Fig. 1: run 1, placement view
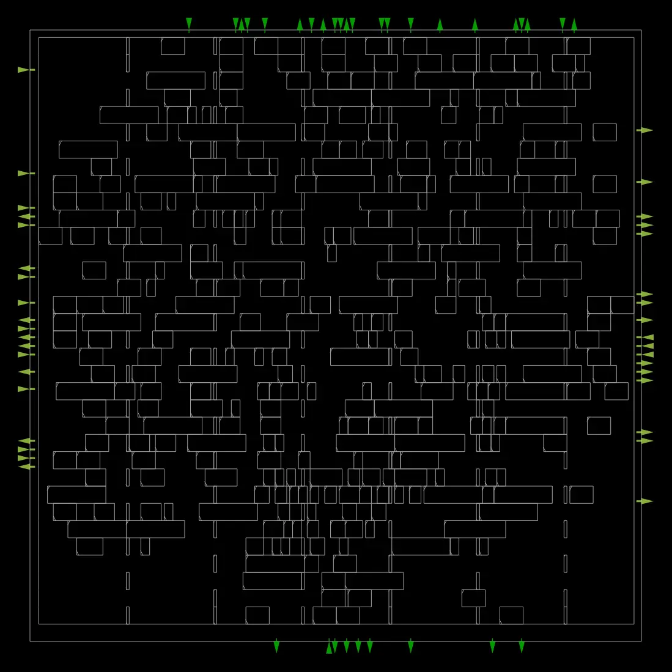
Fig. 2: run 1, wire density map
19 x 19 tiles, from white (low) to dark blue (high), scaled to the fullest tile. Values are wire area over tile area, all layers added.
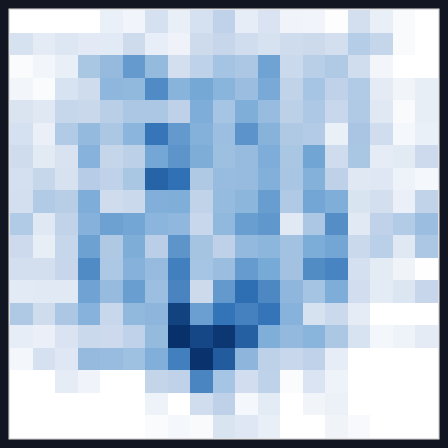
Fig. 3: run 1, wiring by layer
Only two layers are drawn.
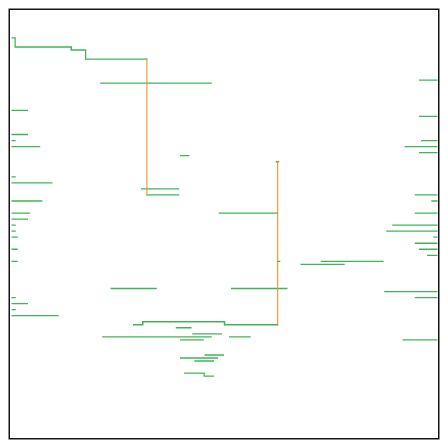
## src/rtl/sr_bank_driver_pkg.sv

```systemverilog
// Shared definitions for the SR bank driver: FSM state encodings,
// default pulse/settle timing and a small elaboration-time helper.
package sr_bank_driver_pkg;

    localparam int DEF_PULSE_CYCLES  = 2;
    localparam int DEF_SETTLE_CYCLES = 1;

    typedef enum logic [2:0] {
        ST_INIT   = 3'd0,
        ST_IDLE   = 3'd1,
        ST_PULSE  = 3'd2,
        ST_SETTLE = 3'd3,
        ST_CHECK  = 3'd4
    } sr_state_t;

    // Larger of two integers, used to size the shared phase counter.
    function automatic int max_int(input int a, input int b);
        return (a > b) ? a : b;
    endfunction

endpackage

```

## src/rtl/sr_bank_driver_if.sv

```systemverilog
// Request channel of the SR bank driver.
// Handshake: a request transfers at a posedge where req_valid and
// req_ready are both high; the requester holds req_valid/data/mask
// stable until that edge, and the driver ignores them while not ready.
interface sr_bank_driver_if #(
    parameter int N = 8
);
    logic         req_valid;
    logic         req_ready;
    logic [N-1:0] req_data;
    logic [N-1:0] req_mask;

    modport master (output req_valid, req_data, req_mask, input req_ready);
    modport slave  (input req_valid, req_data, req_mask, output req_ready);
endinterface

```

## src/rtl/sr_cmd_encode.sv

```systemverilog
// Turns a masked target update into set/reset vectors for an SR bank.
// Only bits that are masked in and differ from the shadow get a pulse,
// and a bit can never be both set and reset.
module sr_cmd_encode #(
    parameter int N = 8
) (
    input  logic [N-1:0] data,
    input  logic [N-1:0] mask,
    input  logic [N-1:0] shadow,
    output logic [N-1:0] set_v,
    output logic [N-1:0] rst_v
);

    assign set_v = mask &  data & ~shadow;
    assign rst_v = mask & ~data &  shadow;

endmodule

```

## src/rtl/sr_bank_driver.sv

```systemverilog
// Command-side driver for a bank of SR flip-flops. Accepts masked
// target updates, converts them into timed set/reset pulses, checks
// the bank's q feedback afterwards and keeps a shadow of the bank.
module sr_bank_driver
    import sr_bank_driver_pkg::*;
#(
    parameter int N             = 8,
    parameter int PULSE_CYCLES  = DEF_PULSE_CYCLES,
    parameter int SETTLE_CYCLES = DEF_SETTLE_CYCLES
) (
    input  logic               clk,
    input  logic               rst,
    sr_bank_driver_if.slave    req,
    output logic [N-1:0]       s,
    output logic [N-1:0]       r,
    input  logic [N-1:0]       q_fb,
    output logic [N-1:0]       q_shadow,
    output logic               busy,
    output logic               done,
    output logic               err,
    output logic [N-1:0]       err_bits,
    input  logic               err_clr,
    output sr_state_t          state_dbg
);

    localparam int CW = $clog2(max_int(PULSE_CYCLES, SETTLE_CYCLES) + 1);

    sr_state_t    state;
    logic [CW-1:0] cnt;
    logic [N-1:0] lat_data;
    logic [N-1:0] lat_mask;
    logic [N-1:0] set_v;
    logic [N-1:0] rst_v;
    logic [N-1:0] mism;
    logic         accept;

    sr_cmd_encode #(.N(N)) u_encode (
        .data   (req.req_data),
        .mask   (req.req_mask),
        .shadow (q_shadow),
        .set_v  (set_v),
        .rst_v  (rst_v)
    );

    assign accept    = req.req_valid & req.req_ready;
    assign state_dbg = state;

    // Feedback mismatch exists only during CHECK, against the latched target.
    assign mism = (state == ST_CHECK) ? (lat_mask & (q_fb ^ lat_data)) : '0;

    // Sequencer: phase counter, pulse outputs, handshake and shadow update.
    always_ff @(posedge clk or posedge rst) begin
        if (rst) begin
            state         <= ST_INIT;
            cnt           <= '0;
            s             <= '0;
            r             <= '0;
            req.req_ready <= 1'b0;
            busy          <= 1'b1;
            done          <= 1'b0;
            q_shadow      <= '0;
            lat_data      <= '0;
            lat_mask      <= '0;
        end else begin
            done <= 1'b0;
            case (state)
                ST_INIT: begin
                    // Bank state is unknown after power-up: reset every flop
                    // and treat the check as data=0, mask=all-ones.
                    state    <= ST_PULSE;
                    cnt      <= CW'(PULSE_CYCLES - 1);
                    s        <= '0;
                    r        <= '1;
                    lat_data <= '0;
                    lat_mask <= '1;
                end
                ST_IDLE: begin
                    if (accept) begin
                        lat_data <= req.req_data;
                        lat_mask <= req.req_mask;
                        if ((set_v | rst_v) == '0) begin
                            // Nothing to change: complete without touching the bank.
                            done <= 1'b1;
                        end else begin
                            state         <= ST_PULSE;
                            cnt           <= CW'(PULSE_CYCLES - 1);
                            s             <= set_v;
                            r             <= rst_v;
                            req.req_ready <= 1'b0;
                            busy          <= 1'b1;
                        end
                    end
                end
                ST_PULSE: begin
                    if (cnt == '0) begin
                        state <= ST_SETTLE;
                        cnt   <= CW'(SETTLE_CYCLES - 1);
                        s     <= '0;
                        r     <= '0;
                    end else begin
                        cnt <= cnt - 1'b1;
                    end
                end
                ST_SETTLE: begin
                    if (cnt == '0) begin
                        state <= ST_CHECK;
                        cnt   <= '0;
                        done  <= 1'b1;
                    end else begin
                        cnt <= cnt - 1'b1;
                    end
                end
                ST_CHECK: begin
                    // Shadow follows what the bank really holds, not the request.
                    state         <= ST_IDLE;
                    q_shadow      <= (q_shadow & ~lat_mask) | (q_fb & lat_mask);
                    req.req_ready <= 1'b1;
                    busy          <= 1'b0;
                end
                default: begin
                    state <= ST_INIT;
                    s     <= '0;
                    r     <= '0;
                end
            endcase
        end
    end

    // Sticky error capture; a mismatch in the same cycle as err_clr survives.
    always_ff @(posedge clk or posedge rst) begin
        if (rst) begin
            err      <= 1'b0;
            err_bits <= '0;
        end else if (err_clr) begin
            err      <= |mism;
            err_bits <= mism;
        end else begin
            err      <= err | (|mism);
            err_bits <= err_bits | mism;
        end
    end

endmodule

```

## src/flat_wrapper.sv

```systemverilog
// flat-port wrapper written by rule: the top's interface ports become plain ports
module sr_bank_driver_flat import sr_bank_driver_pkg::*;
#(
    parameter int N             = 8,
    parameter int PULSE_CYCLES  = DEF_PULSE_CYCLES,
    parameter int SETTLE_CYCLES = DEF_SETTLE_CYCLES
)
  (clk, rst, s, r, q_fb, q_shadow, busy, done, err, err_bits, err_clr, state_dbg, req_req_valid, req_req_data, req_req_mask, req_req_ready);
  sr_bank_driver_if #(.N(N)) req_i ();
  input  logic clk;
  input  logic rst;
  output logic [N-1:0] s;
  output logic [N-1:0] r;
  input  logic [N-1:0] q_fb;
  output logic [N-1:0] q_shadow;
  output logic busy;
  output logic done;
  output logic err;
  output logic [N-1:0] err_bits;
  input  logic err_clr;
  output sr_state_t state_dbg;
  input wire logic [$bits(req_i.req_valid)-1:0] req_req_valid;
  input wire logic [$bits(req_i.req_data)-1:0] req_req_data;
  input wire logic [$bits(req_i.req_mask)-1:0] req_req_mask;
  output wire logic [$bits(req_i.req_ready)-1:0] req_req_ready;
  assign req_i.req_valid = req_req_valid;
  assign req_i.req_data = req_req_data;
  assign req_i.req_mask = req_req_mask;
  assign req_req_ready = req_i.req_ready;
  sr_bank_driver #(.N(N), .PULSE_CYCLES(PULSE_CYCLES), .SETTLE_CYCLES(SETTLE_CYCLES)) u_core (.clk(clk), .rst(rst), .req(req_i), .s(s), .r(r), .q_fb(q_fb), .q_shadow(q_shadow), .busy(busy), .done(done), .err(err), .err_bits(err_bits), .err_clr(err_clr), .state_dbg(state_dbg));
endmodule
```

## config.mk

```make
export PLATFORM = sky130hd
export DESIGN_NAME = sr_bank_driver_flat
export DESIGN_NICKNAME = d
export VERILOG_FILES = /design/src/rtl/sr_bank_driver_pkg.sv /design/src/rtl/sr_bank_driver_if.sv /design/src/rtl/sr_cmd_encode.sv /design/src/rtl/sr_bank_driver.sv /design/src/flat_wrapper.sv
export SDC_FILE = /design/constraint.sdc
export NUM_CORES = 1
export LEC_CHECK = 0
export ABC_AREA = 0
export CORE_UTILIZATION = 30
export DETAILED_ROUTE_END_ITERATION = 7
export PLACE_DENSITY_LB_ADDON = 0.1
export SYNTH_ARGS = -nofsm -noshare
export SYNTH_HDL_FRONTEND = slang
export SYNTH_SLANG_ARGS = --single-unit
```

## constraint.sdc

```tcl
create_clock -name clk -period 6.1 [get_ports clk]
set_input_delay 1.22 -clock clk [delete_from_list [all_inputs] [get_ports clk]]
set_output_delay 1.22 -clock clk [all_outputs]
set_load 0.05 [all_outputs]
```

==> impl_metrics.env, run 1 <==
# implementation run metrics
export IMPL_clk_pin_slew_ps=70
export IMPL_place_gp_congestion=0.813
export IMPL_final_cell_mix="clkdlybuf4s50_1 (66), dfrtp_1 (56), nand2_1 (38), nor2_1 (15), o21ai_0 (15)"
export IMPL_setup_viol=0
export IMPL_synth_top_area_share_pct=52.4
export IMPL_path_cells="clkdlybuf4s50_1"
export IMPL_clock_latency_ps=340
export IMPL_drv_cap=0
export IMPL_startpoint_type="flip-flop"
export IMPL_p_leak_nw=1.61
export IMPL_hold_start="u_core.busy"
export IMPL_path_buffers=1
export IMPL_yosys_area_top_type="dfrtp_1"
export IMPL_yosysWarningCount=0
export IMPL_grt_ovfl_total=0
export IMPL_synth_stat_cells=260
export IMPL_clkCellAreaFrac_pct=5.38
export IMPL_dr_pass1_iters=6
export IMPL_pg_clk_uw=349
export IMPL_areaGrowthSynthToFinish_pct=35.6
export IMPL_hold_class="flip-flop to flip-flop"
export IMPL_grt_max_degree=58
export IMPL_buffer_area_share_pct=18.4
export IMPL_antenna_cells=0
export IMPL_drive_gt1_share_pct=9.61
export IMPL_flop_count=57
export IMPL_final_hold_viol_count=0
export IMPL_grt_use_met3_pct=3.52
export IMPL_end_kind="primary output"
export IMPL_worstMarginPinSlew_ps=1020
export IMPL_outcome="finished clean"
export IMPL_muxShareOfSynthArea_pct=3.37
export IMPL_met3_length_um=385
export IMPL_power_leader="registers"
export IMPL_worstHoldPathCells=2
export IMPL_ys_seq_share_pct=53.4
export IMPL_p_comb_share_pct=7.8
export IMPL_period_used_pct=51.4
export IMPL_inverters=15
export IMPL_synth_edff_count=0
export IMPL_hold_end="u_core.busy"
export IMPL_dp_slack_ps=2700
export IMPL_use_met2_pct=25.5
export IMPL_numPortBuffers=66
export IMPL_ctsResizeCount=0
export IMPL_synthCells=260
export IMPL_flop_cell="dfrtp_1"
export IMPL_p_seq_share_pct=48.3
export IMPL_synthDistinctLibCells=47
Back to the opening pictures, Fig. 1:
Layout fillers: 921
TAP cells: 108
core footprint: 8680 µm²

Back to the opening pictures, Fig. 2:
fullest tile: 0.47
mean over tiles: 0.13
emptiest ninth of the die: south-east
tiles over half the peak: 13%
nearly empty tiles: 13%
Routed WL per cell: 17.5 µm
vias: 2282

Back to the opening pictures, Fig. 3:
[M3] green | wire length: 385 µm
[M4] orange | wire length: 67.3 µm
gr usage total: 17.8%
final wirelength: 7710 µm

Fig. 4: run 1, the metal 2 layer
Scale bar: 20 µm.
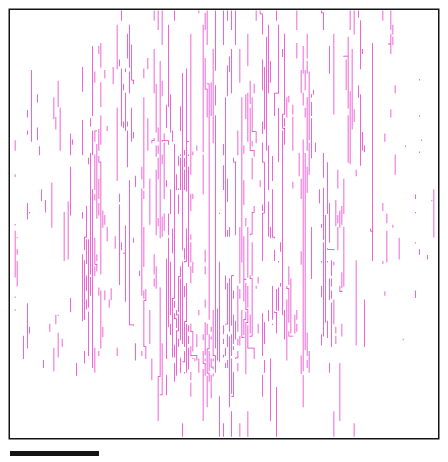

## Run 2: what changed since run 1
Clock period 6.1 ns to 3 ns, I/O delays scaled along.
Fig. 5: run 2, the metal 2 layer
Scale bar: 20 µm.
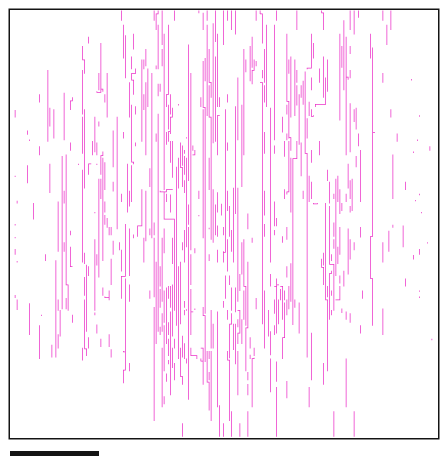
wire length on this layer: 3410 µm
nets with wire on the layer: 313
main direction: vertical
GR Util met2: 24.9%
final wirelength: 7640 µm
vias: 2207

==> run 2 against run 1 <==
  * Via count shrank 3.3%
  * Sequential share of layout area shrank 0.81 points
  * Non-clock buffer count grew 6
  * Register-to-register slack lost 2800 ps
  * Die area is the same
  * Critical endpoint unchanged
==> impl_metrics.env, run 2 <==
# implementation run metrics
export IMPL_coreArea_um2=8680
export IMPL_end_kind="primary output"
export IMPL_synth_top_area_share_pct=52.4
export IMPL_synth_stat_cells=260
export IMPL_dp_slack_ps=198
export IMPL_numPortBuffers=66
export IMPL_worstHoldPathCells=2
export IMPL_p_leak_nw=1.66
export IMPL_clkCellAreaFrac_pct=6.12
export IMPL_track_usage_pct=17.3
export IMPL_drive_gt1_share_pct=11.2
export IMPL_synthCells=260
export IMPL_grt_max_degree=23
export IMPL_place_gp_congestion=0.781
export IMPL_num_tap_cells=108
export IMPL_hold_end="u_core.busy"
export IMPL_p_comb_share_pct=7.4
export IMPL_startpoint_type="flip-flop"
export IMPL_flop_count=57
export IMPL_buffer_area_share_pct=19.3
export IMPL_path_buffers=1
export IMPL_worstMarginPinSlew_ps=795
export IMPL_synthDistinctLibCells=47
export IMPL_grt_use_met3_pct=2.82
export IMPL_wl_per_cell_um=17.1
export IMPL_inverters=15
export IMPL_hold_class="flip-flop to flip-flop"
export IMPL_antenna_cells=0
export IMPL_power_leader="clock"
export IMPL_setup_viol=0
export IMPL_ctsResizeCount=0
export IMPL_synth_edff_count=0
export IMPL_outcome="finished clean"
export IMPL_clk_pin_slew_ps=80
export IMPL_areaGrowthSynthToFinish_pct=38.5
export IMPL_period_used_pct=83.5
export IMPL_grt_ovfl_total=0
export IMPL_met3_length_um=409
export IMPL_final_cell_mix="clkdlybuf4s50_1 (66), dfrtp_1 (56), nand2_1 (38), nor2_1 (15), o21ai_0 (15)"
export IMPL_dr_pass1_iters=6
export IMPL_final_hold_viol_count=0
export IMPL_pg_clk_uw=817
export IMPL_path_cells="clkdlybuf4s50_1"
export IMPL_fillCellCount=870
export IMPL_yosysWarningCount=0
export IMPL_yosys_area_top_type="dfrtp_1"
export IMPL_drv_cap=0
export IMPL_hold_start="u_core.busy"
export IMPL_flop_cell="dfrtp_1"
Fig. 6: run 2, wire density map
19 x 19 tiles, from white (low) to dark blue (high), scaled to the fullest tile. Values are wire area over tile area, all layers added.
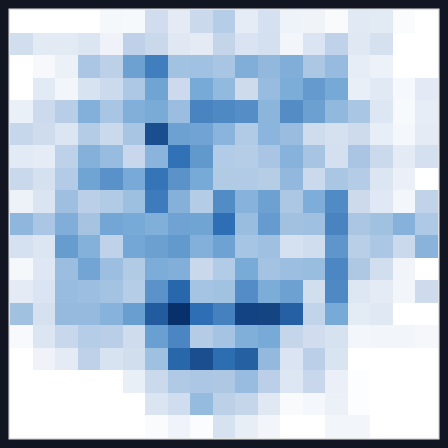

## Run 3: what changed since run 2
Clock period 3 ns to 2.4 ns, I/O delays scaled along.
Fig. 7: run 3, wire density map
19 x 19 tiles, from white (low) to dark blue (high), scaled to the fullest tile. Values are wire area over tile area, all layers added.
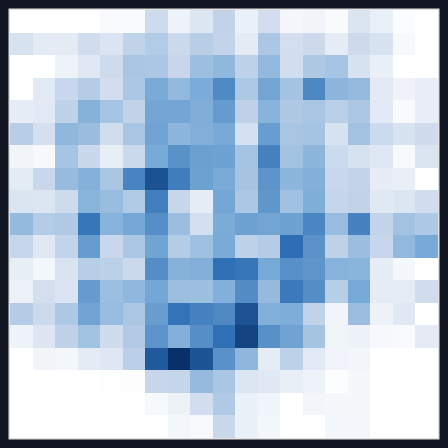
densest ninth of the die: center
emptiest ninth of the die: south-east
fullest tile: 0.48
tiles over half the peak: 17%
mean over tiles: 0.13
nearly empty tiles: 14%

==> run 3 against run 2 <==
  * Global-route usage is 0.75 points higher
  * Clock skew down 2.6 ps
  * Combinational power increased by 38%
  * Synthesized cell count did not move
  * Setup slack lost 270 ps
  * Design area rose by 4.5%
  * Sequential share of layout area shrank 1.6 points
  * Worst hold slack got worse by 4.0 ps
  * Die area did not move
  * Clock power up 37%
  * Critical path type is now input pin to flip-flop
  * Largest cell class unchanged
==> impl_metrics.env, run 3 <==
# implementation run metrics
export IMPL_place_gp_congestion=0.745
export IMPL_clk_pin_slew_ps=70
export IMPL_numPortBuffers=66
export IMPL_antenna_cells=0
export IMPL_ys_seq_share_pct=53.4
export IMPL_grt_use_met3_pct=3.52
export IMPL_areaGrowthSynthToFinish_pct=44.7
export IMPL_buffer_area_share_pct=22.3
export IMPL_outcome="finished clean"
export IMPL_wl_per_cell_um=16.9
export IMPL_dp_slack_ps=-117
export IMPL_slew_headroom_pct=57.7
export IMPL_synthAoiAreaFrac_pct=18.8
export IMPL_muxShareOfSynthArea_pct=3.37
export IMPL_wl_um=7860
export IMPL_flop_count=57
export IMPL_dr_pass1_iters=4
export IMPL_p_seq_share_pct=43.0
export IMPL_worstHoldPathCells=2
export IMPL_grt_ovfl_total=0
export IMPL_inverters=15
export IMPL_synth_top_area_share_pct=52.4
export IMPL_startpoint_type="input pin"
export IMPL_p_leak_nw=1.76
export IMPL_use_met2_pct=25.5
export IMPL_synthDistinctLibCells=47
export IMPL_synth_stat_cells=260
export IMPL_path_cells="clkdlybuf4s50_1, xor2_1, a22o_1, or4_1, nor2b_4, buf_4, o21ai_0"
export IMPL_finalClockSkew_ps=7.77
export IMPL_p_comb_share_pct=7.8
export IMPL_pg_clk_mw=1.12
export IMPL_yosysWarningCount=0
export IMPL_drv_cap=0
export IMPL_drive_gt1_share_pct=15.4
export IMPL_hold_end="u_core.busy"
export IMPL_flop_cell="dfrtp_1"
export IMPL_yosys_area_top_type="dfrtp_1"
export IMPL_num_tap_cells=108
export IMPL_coreArea_um2=8680
export IMPL_final_cell_mix="clkdlybuf4s50_1 (66), dfrtp_1 (56), nand2_1 (38), buf_4 (24)"
export IMPL_fillCellCount=868
export IMPL_final_hold_viol_count=0
export IMPL_synth_edff_count=0
export IMPL_period_used_pct=90.5
export IMPL_met3_length_um=405
export IMPL_clkCellAreaFrac_pct=6.31
Power is estimated from default activity; no workload was simulated.
